Run 1, where the registers sit:
The bar under the picture is 20 µm long. Other sequential cells in the stronger grey, the rest of the logic in the fainter grey.
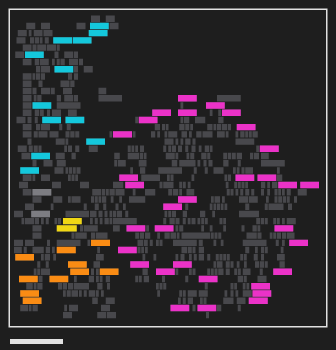
Run 1, cell density map:
The die is cut into 12 by 12 equal tiles; white is low, dark blue is high, 0 to 100% covered.
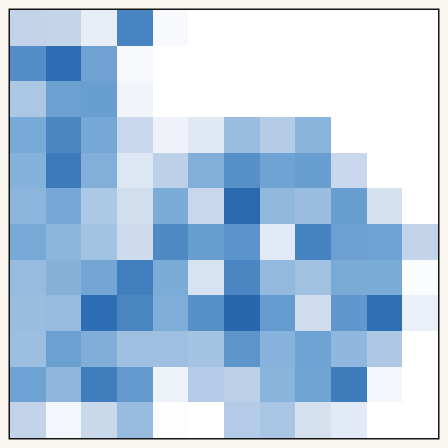
Run 1, cell placement:
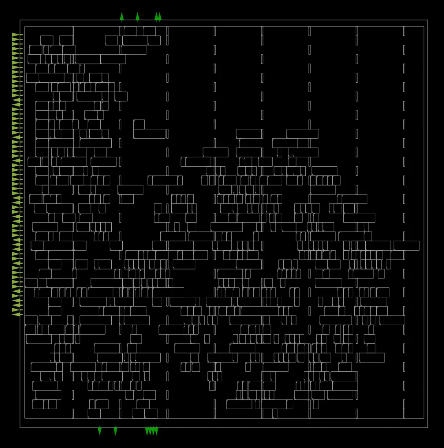
$ cat config.mk
export PLATFORM = sky130hd
export DESIGN_NAME = scene_sequencer
export DESIGN_NICKNAME = d
export VERILOG_FILES = /design/src/rtl/scene_pkg.sv /design/src/rtl/layer_priority_mux.sv /design/src/rtl/scene_sequencer.sv
export SDC_FILE = /design/constraint.sdc
export NUM_CORES = 1
export LEC_CHECK = 0
export ABC_AREA = 1
export ABC_CLOCK_PERIOD_IN_PS = 2180
export CAP_MARGIN = 15
export CORE_UTILIZATION = 25
export CTS_CLUSTER_DIAMETER = 100
export DETAILED_ROUTE_END_ITERATION = 16
export GPL_TIMING_DRIVEN = 0
export PLACE_DENSITY = 0.48
export SYNTH_ARGS = -nofsm -noshare
export SYNTH_HDL_FRONTEND = slang
export SYNTH_SLANG_ARGS = --single-unit
$ cat constraint.sdc
create_clock -name clk -period 2.18 [get_ports clk]
set_clock_uncertainty 0.15 [all_clocks]
set_input_delay 0.327 -clock clk [delete_from_list [all_inputs] [get_ports clk]]
set_output_delay 0.327 -clock clk [all_outputs]
set_load 0.01 [all_outputs]
$ cat src/rtl/scene_pkg.sv
// Shared definitions for the screen-phase sequencer: phase encoding and width.
// Latency: n/a (declarations only).
// Backpressure: n/a.
package scene_pkg;

  localparam int PHASE_W = 2;

  typedef enum logic [PHASE_W-1:0] {
    PH_SPLASH    = 2'd0,
    PH_PLAY      = 2'd1,
    PH_OVER_WAIT = 2'd2,
    PH_OVER_SHOW = 2'd3
  } phase_e;

endpackage

$ cat src/rtl/layer_priority_mux.sv
// Picks the highest-index effective layer pixel; index 0 is lowest priority.
// Latency: purely combinational, 0 cycles.
// Backpressure: none; evaluated every cycle.
//
// Ports:
//   eff_vld  [LAYERS]        per-layer effective flags (already masked/keyed)
//   pix_dat  [LAYERS*RGB_W]  packed layer pixels, layer k at [k*RGB_W +: RGB_W]
//   win_dat  [RGB_W]         winning pixel, 0 when nothing is effective
//   any_vld                  at least one layer is effective
module layer_priority_mux #(
  parameter int LAYERS = 3,
  parameter int RGB_W  = 12
) (
  input  logic [LAYERS-1:0]       eff_vld,
  input  logic [LAYERS*RGB_W-1:0] pix_dat,
  output logic [RGB_W-1:0]        win_dat,
  output logic                    any_vld
);

  // Ascending scan: a later (higher-index) hit overwrites earlier ones.
  always_comb begin
    win_dat = '0;
    for (int k = 0; k < LAYERS; k++) begin
      if (eff_vld[k]) begin
        win_dat = pix_dat[k*RGB_W +: RGB_W];
      end
    end
  end

  assign any_vld = |eff_vld;

endmodule

$ cat src/rtl/scene_sequencer.sv
// Screen-phase FSM (splash/play/game-over), N-layer compositor and scroll generator.
// Latency: rgb and phase flags registered, 1 cycle from inputs.
// Backpressure: none; consumes inputs every cycle, outputs always valid.
//
// Ports:
//   clk, clr               clock, synchronous active-high reset
//   video_on, f_tick       active-video flag, one-cycle frame pulse
//   start, game_over       splash skip pulse, game-over level
//   layer_on, layer_rgb    per-layer valid flags and packed pixels
//   rgb                    composited pixel
//   phase, game_begin, over_display   phase code and derived flags
//   scroll_x               horizontal scroll offset, wraps at SCROLL_MOD
module scene_sequencer
  import scene_pkg::*;
#(
  parameter int                LAYERS       = 3,
  parameter int                RGB_W        = 12,
  parameter int unsigned       SPLASH_TICKS = 500_000_000,
  parameter int unsigned       OVER_TICKS   = 5_000,
  parameter logic [LAYERS-1:0] SPLASH_MASK  = LAYERS'(3'b110),
  parameter logic [LAYERS-1:0] PLAY_MASK    = LAYERS'(3'b111),
  parameter logic [LAYERS-1:0] OVER_MASK    = LAYERS'(3'b110),
  parameter bit                TRANSP_EN    = 1'b0,
  parameter logic [RGB_W-1:0]  TRANSP_KEY   = '0,
  parameter int                SCROLL_MOD   = 640,
  parameter int                SCROLL_DIV   = 1
) (
  input  logic                          clk,
  input  logic                          clr,
  input  logic                          video_on,
  input  logic                          f_tick,
  input  logic                          start,
  input  logic                          game_over,
  input  logic [LAYERS-1:0]             layer_on,
  input  logic [LAYERS*RGB_W-1:0]       layer_rgb,
  output logic [RGB_W-1:0]              rgb,
  output logic [PHASE_W-1:0]            phase,
  output logic                          game_begin,
  output logic                          over_display,
  output logic [$clog2(SCROLL_MOD)-1:0] scroll_x
);

  localparam int SX_W  = $clog2(SCROLL_MOD);
  localparam int DIV_W = (SCROLL_DIV > 1) ? $clog2(SCROLL_DIV) : 1;

  // Terminal timer values; the zero-tick cases are handled separately so
  // these never underflow.
  localparam logic [31:0] SPLASH_LAST = (SPLASH_TICKS == 0) ? 32'd0 : 32'(SPLASH_TICKS - 1);
  localparam logic [31:0] OVER_LAST   = (OVER_TICKS == 0)   ? 32'd0 : 32'(OVER_TICKS - 1);
  localparam logic [DIV_W-1:0] DIV_LAST = DIV_W'(SCROLL_DIV - 1);
  localparam logic [SX_W-1:0]  SX_LAST  = SX_W'(SCROLL_MOD - 1);

  phase_e            phase_q, phase_d;
  logic [31:0]       timer_q, timer_d;
  logic [DIV_W-1:0]  div_q, div_d;
  logic [SX_W-1:0]   scroll_q, scroll_d;
  logic [RGB_W-1:0]  rgb_q, rgb_d;
  logic              game_begin_q, game_begin_d;
  logic              over_display_q, over_display_d;

  logic [LAYERS-1:0] mask;
  logic [LAYERS-1:0] eff_vld;
  logic [RGB_W-1:0]  win_dat;
  logic              any_vld;

  // Phase FSM: timer restarts from 0 on every transition.
  always_comb begin
    phase_d = phase_q;
    timer_d = timer_q;
    case (phase_q)
      PH_SPLASH: begin
        if ((SPLASH_TICKS == 0) || start || (timer_q == SPLASH_LAST)) begin
          phase_d = PH_PLAY;
          timer_d = '0;
        end else begin
          timer_d = timer_q + 32'd1;
        end
      end
      PH_PLAY: begin
        if (game_over) begin
          phase_d = PH_OVER_WAIT;
          timer_d = '0;
        end
      end
      PH_OVER_WAIT: begin
        // game_over is not re-examined here: the event is latched.
        if ((OVER_TICKS == 0) || (timer_q == OVER_LAST)) begin
          phase_d = PH_OVER_SHOW;
          timer_d = '0;
        end else begin
          timer_d = timer_q + 32'd1;
        end
      end
      default: begin
        phase_d = phase_q;
      end
    endcase
  end

  // Flags follow the next phase so they update on the same edge as phase.
  always_comb begin
    game_begin_d   = (phase_d != PH_SPLASH);
    over_display_d = (phase_d == PH_OVER_SHOW);
  end

  // Scroll advances only while the registered phase is PLAY, so an f_tick on
  // the PLAY->OVER_WAIT edge still counts.
  always_comb begin
    div_d    = div_q;
    scroll_d = scroll_q;
    if ((phase_q == PH_PLAY) && f_tick) begin
      if (div_q == DIV_LAST) begin
        div_d    = '0;
        scroll_d = (scroll_q == SX_LAST) ? '0 : scroll_q + 1'b1;
      end else begin
        div_d = div_q + 1'b1;
      end
    end
  end

  // Mask from the registered phase: on a transition edge the old mask applies.
  always_comb begin
    case (phase_q)
      PH_SPLASH: mask = SPLASH_MASK;
      PH_PLAY:   mask = PLAY_MASK;
      default:   mask = OVER_MASK;
    endcase
  end

  always_comb begin
    eff_vld = '0;
    for (int k = 0; k < LAYERS; k++) begin
      eff_vld[k] = layer_on[k] && mask[k] &&
                   !(TRANSP_EN && (layer_rgb[k*RGB_W +: RGB_W] == TRANSP_KEY));
    end
  end

  layer_priority_mux #(
    .LAYERS (LAYERS),
    .RGB_W  (RGB_W)
  ) u_mux (
    .eff_vld (eff_vld),
    .pix_dat (layer_rgb),
    .win_dat (win_dat),
    .any_vld (any_vld)
  );

  always_comb begin
    rgb_d = (video_on && any_vld) ? win_dat : '0;
  end

  always_ff @(posedge clk) begin
    if (clr) begin
      phase_q        <= PH_SPLASH;
      timer_q        <= '0;
      div_q          <= '0;
      scroll_q       <= '0;
      rgb_q          <= '0;
      game_begin_q   <= 1'b0;
      over_display_q <= 1'b0;
    end else begin
      phase_q        <= phase_d;
      timer_q        <= timer_d;
      div_q          <= div_d;
      scroll_q       <= scroll_d;
      rgb_q          <= rgb_d;
      game_begin_q   <= game_begin_d;
      over_display_q <= over_display_d;
    end
  end

  assign rgb          = rgb_q;
  assign phase        = phase_q;
  assign game_begin   = game_begin_q;
  assign over_display = over_display_q;
  assign scroll_x     = scroll_q;

endmodule
==> notes.md, run 1 <==
The flow ran to the end, and the final reports show no timing, DRC or antenna violations. The flip-flop count of the largest register after layout was 32. STA classifies the critical path startpoint as a flip-flop. Across all stage logs, warnings added up to 29. The run gives 6.478% for the share of final layout cell area taken by clock buffers and inverters. For the number of antenna-violating nets in the routed design, the log shows 0. Counting pins that exceed their max-slew limit in the final report gives 0. The cell taking the most area after synthesis was dfxtp_1. In this run the critical path is formed by inv_1, ha_2, nor2_1, nand2_1, nand2_2, inv_2, nand2_1, nor2_2, nand2_1, o21ai_1, inv_1, nor3_2.

In this run, the number of DRC markers left after iteration 0 of detailed routing was 136. The logs give 0 for the reported max-cap violation count and 4674 µm² for the final instance area. Timing startpoint of the critical path: phase[0]. For the worst reg-to-reg path, the startpoint reported by OpenROAD is phase[0]. The run gives 27.07% for the switching share of total power. Multi-input gates account for 40.31% of the area. Looking at the worst setup and hold paths, the clock pins of their registers show a slew of 60 ps. The startpoint identified for the worst hold timing path is clr. The final layout contains a sequential cell count of 58.

Per the layout report, the design carries 82 non-clock buffers. Total congestion overflow: 0. Of the combinational cells, the family taking the most area is simple AND/OR/NAND/NOR gates.

Dividing the final minimum period by the clock period gives 90.22%. The worst hold endpoint was scroll_x[2]. Per the synthesis report, the adder-cell share of the synthesized area is 2.199%.

Summed over its instances, the top area cell type makes up 34.01% of the synthesized netlist area. The number of antenna violations at the first check in global routing was 0. The most common library cell in the layout ignoring fill and taps is nand2_1. Simple logic cell fraction of the synthesized area: 39.10%.

The synthesized area divided by synthesized cell count is 6.748 µm². Cell family contributing the most delay on the critical path: simple AND/OR/NAND/NOR gates. The count of clock buffers in the final design came out at 9.

At floorplan, the net count of the design was reported as 557. For reference, the top cells by area after synthesis are dfxtp_1, nand2_1, inv_1, nor2_1, a21oi_1. The sum of net half-perimeters after detailed placement is 7399 µm. The clock period could shrink to 1967 ps. The area share of and-or/or-and cells after synthesis was 11.51%; the multi-input logic cell count was 349. Per the TritonCTS log, the buffer count is 9.

0 antenna diodes ended up in the layout. The total power per unit cell area is 644.0 nW/µm², and the switching component of the power is 814.8 µW. Number of logic inverters in the finished layout: 87.

The tree built by TritonCTS fans out to 58 sinks. Portion of total power attributed to sequential cells: 37.0%.
Back to the opening pictures, 'where the registers sit':
| netlist name | colour | flops |
|---|---|---|
| rgb | cyan | 12 |
| timer_q | magenta | 32 |
| phase | yellow | 2 |
| scroll_x | orange | 10 |
not coloured: 2

Back to the opening pictures, 'cell density map':
emptiest ninth of the die: upper right
nearly empty tiles: 25%
mean over tiles: 32%
tiles over 75% full: 2.8%
fullest tile: 78%

Back to the opening pictures, 'cell placement':
filler cell count in the final layout: 1,451
non-filler cells, final: 768
Well Taps: 176
register fraction of the total cell area: 24.87%
area of the core region: 13,300 µm²

[run 1: power groups by stage]
stage	sequential (mW)	clock [mW]	combinational [mW]
6_report	1.11	1.43	0.470
5_1_grt	1.12	1.51	0.517
4_1_cts	1.11	1.47	0.470
3_5_place_dp	1.13	0	0.468
3_3_place_gp	1.13	0	0.466
2_1_floorplan	1.14	0	0.255
[run 1: what timing repair did]
action / CTS / global route
setup buffers: 0 / 1
endpoints found under the setup margin: 0 / 12
resized: 0 / 9
[run 1: routing by layer]
metal / share of wire, % / up-vias / track usage [%]
met4: 0.83 / 0 / 3.085
met3: 9.6 / 5 / 6.753
met2: 43 / 101 / 21.42
met1: 46 / 1496 / 16.79
li1: - / 1790 / -
met5: 0 / - / 0
Run 1, I/O pins on the die edge:
The bar under the picture is 20 µm long. Pins as bars across the die edge, other pins in grey.
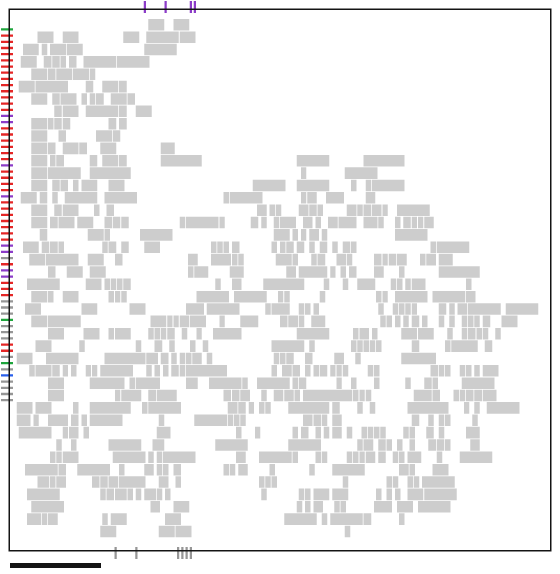

==> run 2: changes to the inputs <==
Settings changed: HOLD_SLACK_MARGIN set to 0.1, SETUP_SLACK_MARGIN set to 0.05.
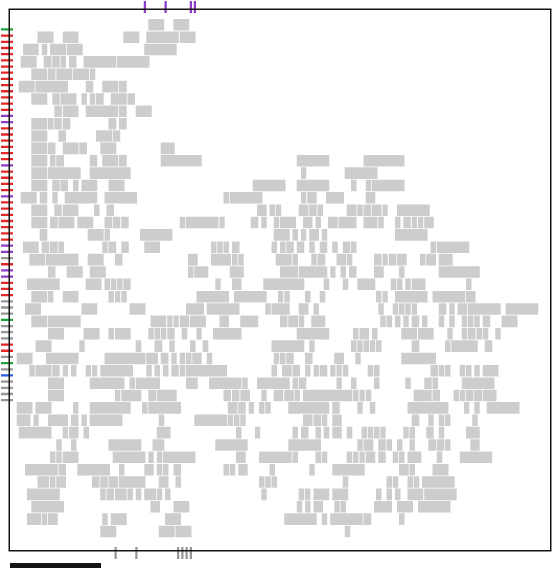
Run 2: I/O pins on the die edge
The bar under the picture is 20 µm long. Pins as bars across the die edge, other pins in grey.
| port | colour | pins | direction | edge |
|---|---|---|---|---|
| layer_on | green | 3 | input | left |
| layer_rgb | red | 36 | input | left |
| rgb | purple | 12 | output | 8 left, 4 top |
| clr | blue | 1 | input | left |

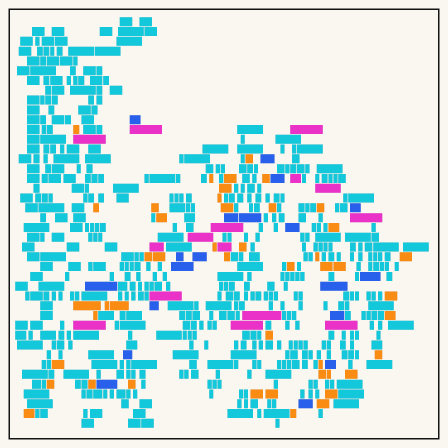
Run 2: sizing map
| size | colour | cells |
|---|---|---|
| _3 and _4 cells | blue | 19 |
| _2 cells | orange | 46 |
| _6 and larger | magenta | 15 |
| _0 and _1 cells | cyan | 512 |

==> run 2 against run 1 <==
Compared with the run above: non-clock buffer count unchanged; utilization increased by 0.075 points; via count increased by 0.29%; synthesized cell count unchanged; power increased by 0.10%; routed wire length unchanged; cell count unchanged; critical path type unchanged; critical endpoint is now timer_q[24]; hold slack improved by 3.0 ps; global-route usage unchanged; count of clock-buffer cells in the layout unchanged; largest cell class unchanged; sequential share of layout area decreased by 0.053 points.
==> notes.md, run 2 <==
For hold timing, the worst endpoint is scroll_x[2]. The area share of the largest cell type after synthesis was 34.01%; the number of diodes was 0. For the worst min-delay path, the startpoint reported by OpenROAD is clr. The largest part of the power goes to the clock network.

The final instance area was 4684 µm². The timing report gives the clock slew at the launch and capture registers of the worst setup and hold paths as 60 ps. For the number of buffers created by CTS, the log shows 9. For the combinational group, total power comes out at 473 µW. In this run, power in flip-flops and latches comes to 1.11 mW. When the netlist entered floorplanning its net count stood at 557. The run gives 0 as the final count of pins violating max slew. The run finished with clean final reports. Sum of net half-perimeters after detailed placement: 7399 µm. The run gives 0 as the total congestion overflow.

The synthesized netlist devotes 11.51% of its cell area to compound gates. Clock network power for this build is 1.43 mW. The final report lists a non-filler cell total of 768. The worst path uses 89.57% of the clock period.

By area the synthesized netlist is led by dfxtp_1, nand2_1, inv_1, nor2_1, a21oi_1. Per STA, the worst path accumulates the most delay in the family simple AND/OR/NAND/NOR gates. Portion of total power attributed to sequential cells: 36.9%.

Dominant kind of combinational cell: simple AND/OR/NAND/NOR gates. The synthesized netlist devotes 2.199% of its cell area to adder and majority cells. The top cell type in the final layout, fill and taps aside, is nand2_1. For the first-iteration detailed-routing DRC count, the log shows 120. STA classifies the critical path startpoint as a flip-flop. The switching component of the power is 816.6 µW. The register with the most flip-flops in the layout has 32 of them. The switching share of total power is 27.10%.
==> run 2: cell counts after synthesis <==
No cell type changed its count.
==> run 2: cell type report <==
type | count | share of cell area, %
timing repair buffer | 70 | 14.90
clock inverter | 7 | 1.656
sequential | 58 | 24.81
tap | 176 | 4.701
multi-input combinational | 349 | 40.38
inverter | 87 | 7.025
buffer | 12 | 1.709
clock buffer | 9 | 4.808
==> run 2: layer usage <==
layer	share of wire (%)	GRT usage, %	up-vias
li1	-	-	1793
met1	47	16.79	1510
met2	43	21.42	93
met3	8.8	6.753	6
met4	0.83	3.085	0
met5	0	0	-
==> run 2: repair_timing <==
item,CTS,global route
setup buffers,0,1
setup endpoints to repair,0,26
gates resized,0,13
No activity file was given, so power comes from the tool's default toggle rates.
